$ cat config.mk
export PLATFORM = sky130hd
export DESIGN_NAME = fetch_unit
export DESIGN_NICKNAME = d
export VERILOG_FILES = /design/src/rtl/fetch_unit.sv
export SDC_FILE = /design/constraint.sdc
export NUM_CORES = 1
export LEC_CHECK = 0
export CORE_ASPECT_RATIO = 0.7
export CORE_MARGIN = 4
export CORE_UTILIZATION = 29
export DETAILED_ROUTE_END_ITERATION = 8
export GPL_TIMING_DRIVEN = 0
export HOLD_SLACK_MARGIN = 0.05
export SLEW_MARGIN = 20
export SYNTH_ARGS = -nofsm -noshare
export SYNTH_HDL_FRONTEND = slang
export SYNTH_SLANG_ARGS = --single-unit
$ cat constraint.sdc
create_clock -name clk -period 4.1 [get_ports clk]
set_input_delay 0.82 -clock clk [delete_from_list [all_inputs] [get_ports clk]]
set_output_delay 0.82 -clock clk [all_outputs]
set_load 0.05 [all_outputs]
$ cat src/rtl/fetch_unit.sv
// fetch_unit: instruction-fetch stage. Holds the PC, issues one word read per
// fetch command over a req/ack handshake, latches the returned instruction and
// exposes its decoded fields.
// Optional feature macro: FETCH_TIMEOUT_EN (ack watchdog with sticky fetchErr).
module fetch_unit #(
  parameter int              ADDR_W      = 32,
  parameter logic [ADDR_W-1:0] RESET_PC  = '0,
  parameter logic [31:0]     NOP_INST    = 32'h6800_0000,
  parameter int              TIMEOUT_CYC = 16
) (
  input  logic              clk,
  input  logic              rstN,
  input  logic              ldPC,
  input  logic              clrPC,
  input  logic              isBranchTaken,
  input  logic [ADDR_W-1:0] brnchTarget,
  output logic              imemReq,
  output logic [ADDR_W-1:0] imemAddr,
  input  logic [31:0]       imemRdata,
  input  logic              imemAck,
  output logic [ADDR_W-1:0] pc,
  output logic [ADDR_W-1:0] npc,
  output logic [31:0]       inst,
  output logic              instValid,
  output logic              busy,
  output logic [4:0]        opcode,
  output logic              iOrReg,
  output logic [1:0]        modifier,
  output logic              fetchErr
);

  typedef enum logic {S_IDLE, S_REQ} state_e;

  localparam logic [ADDR_W-1:0] ALIGN_MASK = ~ADDR_W'(3);
  localparam logic [ADDR_W-1:0] WORD_STEP  = ADDR_W'(4);

  state_e            state_q, state_d;
  logic [ADDR_W-1:0] pc_q, pc_d;
  logic [ADDR_W-1:0] npc_q, npc_d;
  logic [31:0]       inst_q, inst_d;
  logic              valid_q, valid_d;
  logic [ADDR_W-1:0] fetch_addr;

`ifdef FETCH_TIMEOUT_EN
  localparam int CNT_W = $clog2(TIMEOUT_CYC + 1);
  localparam logic [CNT_W-1:0] CNT_LAST = CNT_W'(TIMEOUT_CYC - 1);

  logic [CNT_W-1:0] cnt_q, cnt_d;
  logic             err_q, err_d;
`endif

  // Fetch address: branch target or sequential PC, forced word-aligned.
  assign fetch_addr = (isBranchTaken ? brnchTarget : npc_q) & ALIGN_MASK;

  // Next-state logic; priority is flush, then ack (or expiry), then ldPC.
  always_comb begin
    // NOTE: every variable gets a default before any branch, so no path can infer a latch.
    state_d = state_q;
    pc_d    = pc_q;
    npc_d   = npc_q;
    inst_d  = inst_q;
    valid_d = 1'b0;
`ifdef FETCH_TIMEOUT_EN
    cnt_d   = cnt_q;
    err_d   = err_q;
`endif
    if (clrPC) begin
      // Abandon any outstanding request; a late ack lands in IDLE and is ignored.
      state_d = S_IDLE;
      pc_d    = RESET_PC;
      npc_d   = RESET_PC;
      inst_d  = NOP_INST;
`ifdef FETCH_TIMEOUT_EN
      cnt_d   = '0;
      err_d   = 1'b0;
`endif
    end else begin
      unique case (state_q)
        S_IDLE: begin
          if (ldPC) begin
            pc_d    = fetch_addr;
            state_d = S_REQ;
`ifdef FETCH_TIMEOUT_EN
            cnt_d   = '0;
`endif
          end
        end
        S_REQ: begin
          if (imemAck) begin
            inst_d  = imemRdata;
            npc_d   = pc_q + WORD_STEP;
            valid_d = 1'b1;
            state_d = S_IDLE;
`ifdef FETCH_TIMEOUT_EN
          end else if (cnt_q == CNT_LAST) begin
            // Watchdog expiry: complete the fetch with a NOP and flag the error.
            inst_d  = NOP_INST;
            npc_d   = pc_q + WORD_STEP;
            valid_d = 1'b1;
            err_d   = 1'b1;
            state_d = S_IDLE;
          end else begin
            cnt_d   = cnt_q + 1'b1;
`endif
          end
        end
        default: state_d = S_IDLE;
      endcase
    end
  end

  // State and datapath registers with asynchronous active-low reset.
  always_ff @(posedge clk or negedge rstN) begin
    // NOTE: sequential state uses non-blocking assignments so all registers update from pre-edge values.
    if (!rstN) begin
      state_q <= S_IDLE;
      pc_q    <= RESET_PC;
      npc_q   <= RESET_PC;
      inst_q  <= NOP_INST;
      valid_q <= 1'b0;
    end else begin
      state_q <= state_d;
      pc_q    <= pc_d;
      npc_q   <= npc_d;
      inst_q  <= inst_d;
      valid_q <= valid_d;
    end
  end

`ifdef FETCH_TIMEOUT_EN
  // Watchdog counter and sticky error flag.
  always_ff @(posedge clk or negedge rstN) begin
    if (!rstN) begin
      cnt_q <= '0;
      err_q <= 1'b0;
    end else begin
      cnt_q <= cnt_d;
      err_q <= err_d;
    end
  end

  assign fetchErr = err_q;
`else
  assign fetchErr = 1'b0;
`endif

  // The request address is the PC of the instruction being fetched.
  assign imemReq   = (state_q == S_REQ);
  assign busy      = (state_q == S_REQ);
  assign imemAddr  = pc_q;
  assign pc        = pc_q;
  assign npc       = npc_q;
  assign inst      = inst_q;
  assign instValid = valid_q;
  assign opcode    = inst_q[31:27];
  assign iOrReg    = inst_q[26];
  assign modifier  = inst_q[17:16];

endmodule

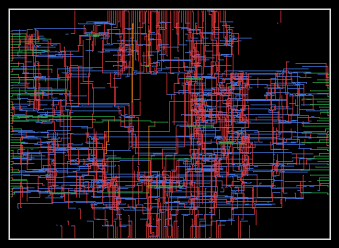
Run 1: routed metal, one colour a layer
(2 px per um)
[green] metal 3 | wire length: 1020 um
[blue] metal 1 | wire length: 7190 um
[orange] metal 4 | wire length: 121 um
[red] metal 2 | wire length: 6830 um
GRT Util Overall: 16.4%
via count: 4316
Avg WL per Cell: 17.2 um
final WL: 15200 um

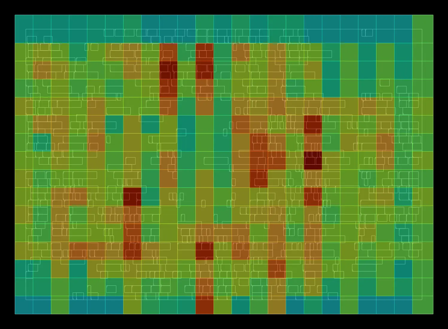
Run 1: routing congestion map
met1 usage: 22.9%
post-route core utilization: 46.6%
met2 Use GR: 25.5%
GRT Max-Usage Layer: met2
grt met3 use: 4.86%

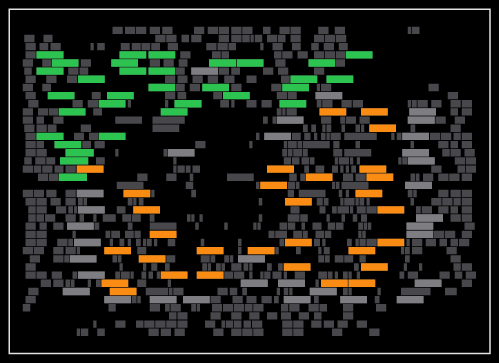
Run 1: sequential cells grouped by signal name
(3 px per um) Other sequential cells in the stronger grey, the rest of the logic in the fainter grey.
[green] `inst` | flops: 32
[orange] `npc` | flops: 30
not coloured: 32

## run 1: registers in the layout, indices dropped and copies added, names as in the netlist
name and cells:
instValid 1, npc 30, busy 1, imemAddr 30
inst 32
## run 1: power groups by stage
stage	clock network (mW)	registers, mW	logic, mW
floorplan	0	1.11	0.179
global placement	0	1.01	0.488
detailed placement	0	1.01	0.495
CTS	0.913	0.997	0.496
global route	0.954	1.00	0.519
finish	0.895	0.997	0.490
## run 1: logic make-up after synthesis
| kind of cell | after synthesis | share of synthesized area (%) |
|---|---|---|
| AND/OR/NAND/NOR | 130 | 13.6 |
| AND-OR/OR-AND | 108 | 16.5 |
| flip-flops | 94 | 50.4 |
| buffers and inverters | 80 | 10.3 |
| multiplexers | 30 | 6.42 |
| XOR/XNOR | 13 | 2.44 |
| adder cells (fa/ha/maj) | 1 | 0.268 |
| other | 1 | 0.0802 |
## run 1: metrics by stage
stage          power [mW]  std cells  setup slack [ps]
6_report             2.38        879              1250
5_1_grt              2.48        879              1070
4_1_cts              2.41        879              1210
3_5_place_dp         1.51        863               842
3_3_place_gp         1.50        862             -1380
2_1_floorplan        1.29        463              1760
## run 1: layer usage
layer  global-route usage, %  wire (um)
met3                    4.86       1020
met5                       0          0
met1                    22.9       7190
met4                    3.06        120
met2                    25.5       6830
## run 1: path summary, 6_finish.rpt
kind / from / to / slack (ps) / cells past startpoint
max in group asynchronous: rstN / inst[30] / 3040 / 2
worst min register to register: inst[8] / inst[8] / 510 / 1
worst max-delay path: clrPC / npc[19] / 1250 / 7
worst max register to register: busy / npc[19] / 1790 / 6
worst min-delay path: rstN / imemAddr[14] / 400 / 1
min in group clk: inst[8] / inst[8] / 510 / 1
## run 1: critical path, delay by kind of cell
kind / cells / cell delay, ps
AOI/OAI and AO/OA: 1 / 180
buffers and inverters: 4 / 1650
and+or+nand+nor: 2 / 480
## run 1: cells in the final DEF, fill, tap and decap left out, types with 2 or more instances in the layout
master	netlist	final
clkdlybuf4s50_1	0	198
dfrtp_1	91	91
nand2_1	60	60
buf_4	46	46
o21ai_0	44	44
a22o_1	30	30
mux2i_1	30	30
clkbuf_1	21	22
nand3_1	17	17
nor2_1	13	13
nor3_1	12	12
xnor2_1	9	9
clkbuf_16	0	9
a221o_1	8	8
o211ai_1	7	7
conb_1	1	7
inv_1	5	5
buf_1	5	5
nand4_1	5	5
nor4_1	5	5
a21oi_1	4	4
and4_1	4	4
o311a_1	4	4
a32oi_1	4	4
xor2_1	4	4
o22a_1	3	3
and3_1	3	3
dfstp_2	3	3
nand3b_1	2	2
clkbuf_2	2	2
buf_6	1	2
or4_1	2	2
clkinv_2	0	2
bufinv_16	0	2
## run 1: area by class of cell
| type | count | area [um2] |
|---|---|---|
| Multi-Input combinational cell | 289 | 1860 |
| Buffer | 75 | 464 |
| Sequential cell | 94 | 2360 |
| Timing Repair Buffer | 200 | 2020 |
| Tap cell | 200 | 250 |
| Fill cell | 1493 | 8360 |
| Inverter | 5 | 18.8 |
| Clock buffer | 10 | 229 |
| Clock inverter | 6 | 86.3 |
==> results.yml, run 1 <==
# synthesis and place-and-route metrics
cts:
  clock_path_buffers: 2
  clk-insertion-delay-late_ps: 340
logic_synthesis:
  synth-edff-count: 0
  ff_type: "dfrtp_1"
  synth_cell_type_count: 42
  yosys-top-cells-count: "dfrtp_1, nand2_1, buf_4, o21ai_0"
  ys_seq_share_pct: 50.4
  top_area_cell: "dfrtp_1"
  ys_cells: 457
  top_cells_by_area: "dfrtp_1, buf_4, mux2i_1"
run_status:
  status: "finished clean"
power:
  ir_worst_vdd_mv: 0.191
  p_leak_nw: 3.10
  p_per_area_nw_per_um2: 327
final_timing:
  skew_ps: 10.1
  hold_viol_final: 0
  holdWs_ps: 396
  layout_min_cycle_time_ps: 2850
  slew_headroom_pct: 43.0
worst_setup_path:
  crit_chain: "clkdlybuf4s50_1, nand3b_1, inv_1, clkbuf_1, buf_1, o211ai_1, nand3_1"
  cp_data_required_time_ps: 4380
  critPathArrivalTime_ps: 3130
  cp_slowest_cell: "buf_1"
cells_and_area:
  areaGrowthSynthToFinish_pct: 55.8
  final_nets: 745
routing:
  vias_per_cell: 4.91
global_routing:
  grt_max_degree: 51
  antenna_found_initial: 0
die:
  io_pins: 210
  num_rows: 38
  dieArea_um2: 18200
  fp_util_pct: 29.9
  die_h_um: 114
  die_w_um: 160
job:
  tool_warnings: 28
==> run 1 -> run 2 <==
- clock period: 4.1 -> 2.8 ns (I/O delays scaled with it)
==> run 2 against run 1 <==
  * Global-route usage did not move
  * Critical path type unchanged
  * Worst setup slack worse by 1000 ps
  * Worst hold slack got worse by 260 ps
  * Largest cell class unchanged
  * Register-to-register slack got worse by 1300 ps
  * Synthesized area stayed put
  * Wire length unchanged
  * Die area did not move
==> results.yml, run 2 <==
# synthesis and place-and-route metrics
power:
  p_per_area_nw_per_um2: 479
  ir_worst_vdd_mv: 0.279
  finalPower_mw: 3.49
worst_setup_path:
  crit_chain: "clkdlybuf4s50_1, nand3b_1, inv_1, clkbuf_1, buf_1, o211ai_1, nand3_1"
  rrSetupSlack_ps: 490
  crit_cells: 7
  r2r-start: "busy"
  cp_data_required_time_ps: 3080
  cp_slowest_cell: "buf_1"
  cpLargestDelayFamily: "buffers and inverters"
  r2r-end: "npc[19]"
run_status:
  status: "finished clean"
logic_synthesis:
  synth_cell_type_count: 42
  top_cells_by_area: "dfrtp_1, buf_4, mux2i_1"
  synth-edff-count: 0
  ys_seq_share_pct: 50.4
  ys_cells: 457
global_routing:
  grt_max_degree: 51
  grtUsageTotal_pct: 16.4
  antenna_found_initial: 0
placement:
  numPlacedInstances: 863
die:
  dieArea_um2: 18200
  die_w_um: 160
  num_rows: 38
final_timing:
  skew_ps: 10.1
  slew_headroom_pct: 43.0
  hold_viol_final: 0
  layout_min_cycle_time_ps: 2590
routing:
  drt-total-wl_um: 15200
  vias_per_cell: 4.91
cells_and_area:
  areaGrowthSynthToFinish_pct: 55.8
  final_nets: 745
  mostFrequentLayoutCells: "clkdlybuf4s50_1, dfrtp_1, nand2_1"
  final.fill_count: 1493
cts:
  clock_path_buffers: 2
## run 2: cell counts after synthesis
Identical to the previous run, type by type.
## run 2: worst max path at each step
| stage | startpoint | to | slack (ps) |
|---|---|---|---|
| 3_5_place_dp | clrPC | npc[19] | -200 |
| 3_3_place_gp | rstN | inst[24] | -2420 |
| 5_1_grt | clrPC | npc[19] | 30 |
| 6_report | clrPC | npc[19] | 210 |
| 4_1_cts | clrPC | npc[19] | 170 |
| 2_1_floorplan | imemAddr[7] | npc[21] | 460 |
## run 2: stage by stage
step | instance area, um2 | setup WS, ps | util [%]
after CTS | 7280 | 165 | 46.6
after floorplan | 4700 | 465 | -
after global routing | 7280 | 28.2 | 46.6
final | 7280 | 207 | 46.6
after detailed placement | 6970 | -198 | 44.5
after global placement | 6940 | -2420 | 44.4
## run 2: power groups by stage
stage                     logic (mW)  registers [mW]  clock network (mW)
after global placement         0.715            1.48                   0
after floorplan                0.263            1.62                   0
after detailed placement       0.725            1.48                   0
after global routing           0.759            1.47                1.40
after CTS                      0.727            1.46                1.34
final                          0.717            1.46                1.31
## run 2: worst register-to-register path, cell delays in order, from the launching register on
cell	delay, ps
dfrtp_1	470
nand3b_1	300
inv_1	210
clkbuf_1	480
buf_1	500
o211ai_1	180
nand3_1	120
## run 2: per-layer routing
metal / track usage (%) / vias to the layer above / part of all wire, %
met5: 0 / - / 0
met4: 3.06 / 0 / 0.79
met2: 25.5 / 150 / 45
met3: 4.86 / 10 / 6.7
met1: 22.9 / 2124 / 47
li1: - / 2032 / -
## run 2: final cells by class
type | count | area (um2) | area share, %
plain buffers | 75 | 464 | 6.37
clock buffers | 10 | 229 | 3.14
clock inverters | 6 | 86.3 | 1.19
inverters | 5 | 18.8 | 0.258
multi-input cells | 289 | 1860 | 25.5
flip-flops and latches | 94 | 2360 | 32.3
well taps | 200 | 250 | 3.44
repair buffers | 200 | 2020 | 27.7
## run 2: cells by family (layout without fill, tap and decap cells)
group           after synthesis  in the layout  share of synthesized area, %
compound gates              108            108                          16.5
xor+xnor                     13             13                          2.44
fa+ha+maj                     1              1                         0.268
buf+inv                      80            296                          10.3
flops                        94             94                          50.4
mux                          30             30                          6.42
other cells                   1              7                        0.0802
simple gates                130            130                          13.6
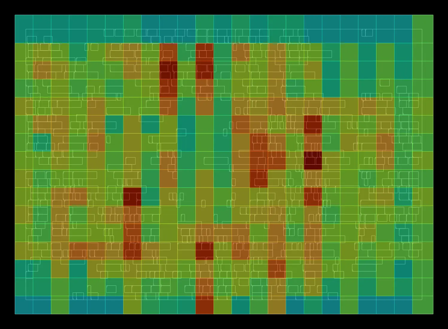
Run 2: routing congestion map

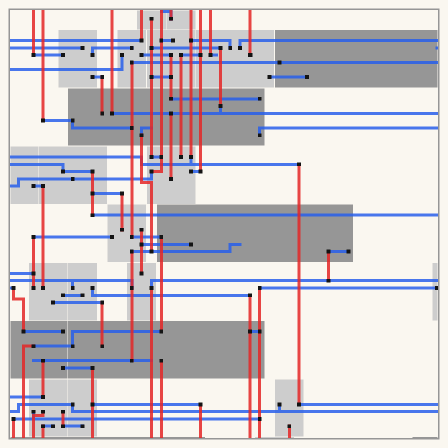
Run 2: layout detail
Window x 110 to 130, y 19 to 39 um. Cells in grey, sequential cells in the stronger grey; small squares are vias.
[red] metal 2
[blue] metal 1
sequential cells in the window: 4
cells with their middle in the window: 17
most frequent: nand2_1 (5), dfrtp_1 (4), o21ai_0 (3)
netlist names of flops here include: `npc` (4)

No activity file was given, so power comes from the tool's default toggle rates.
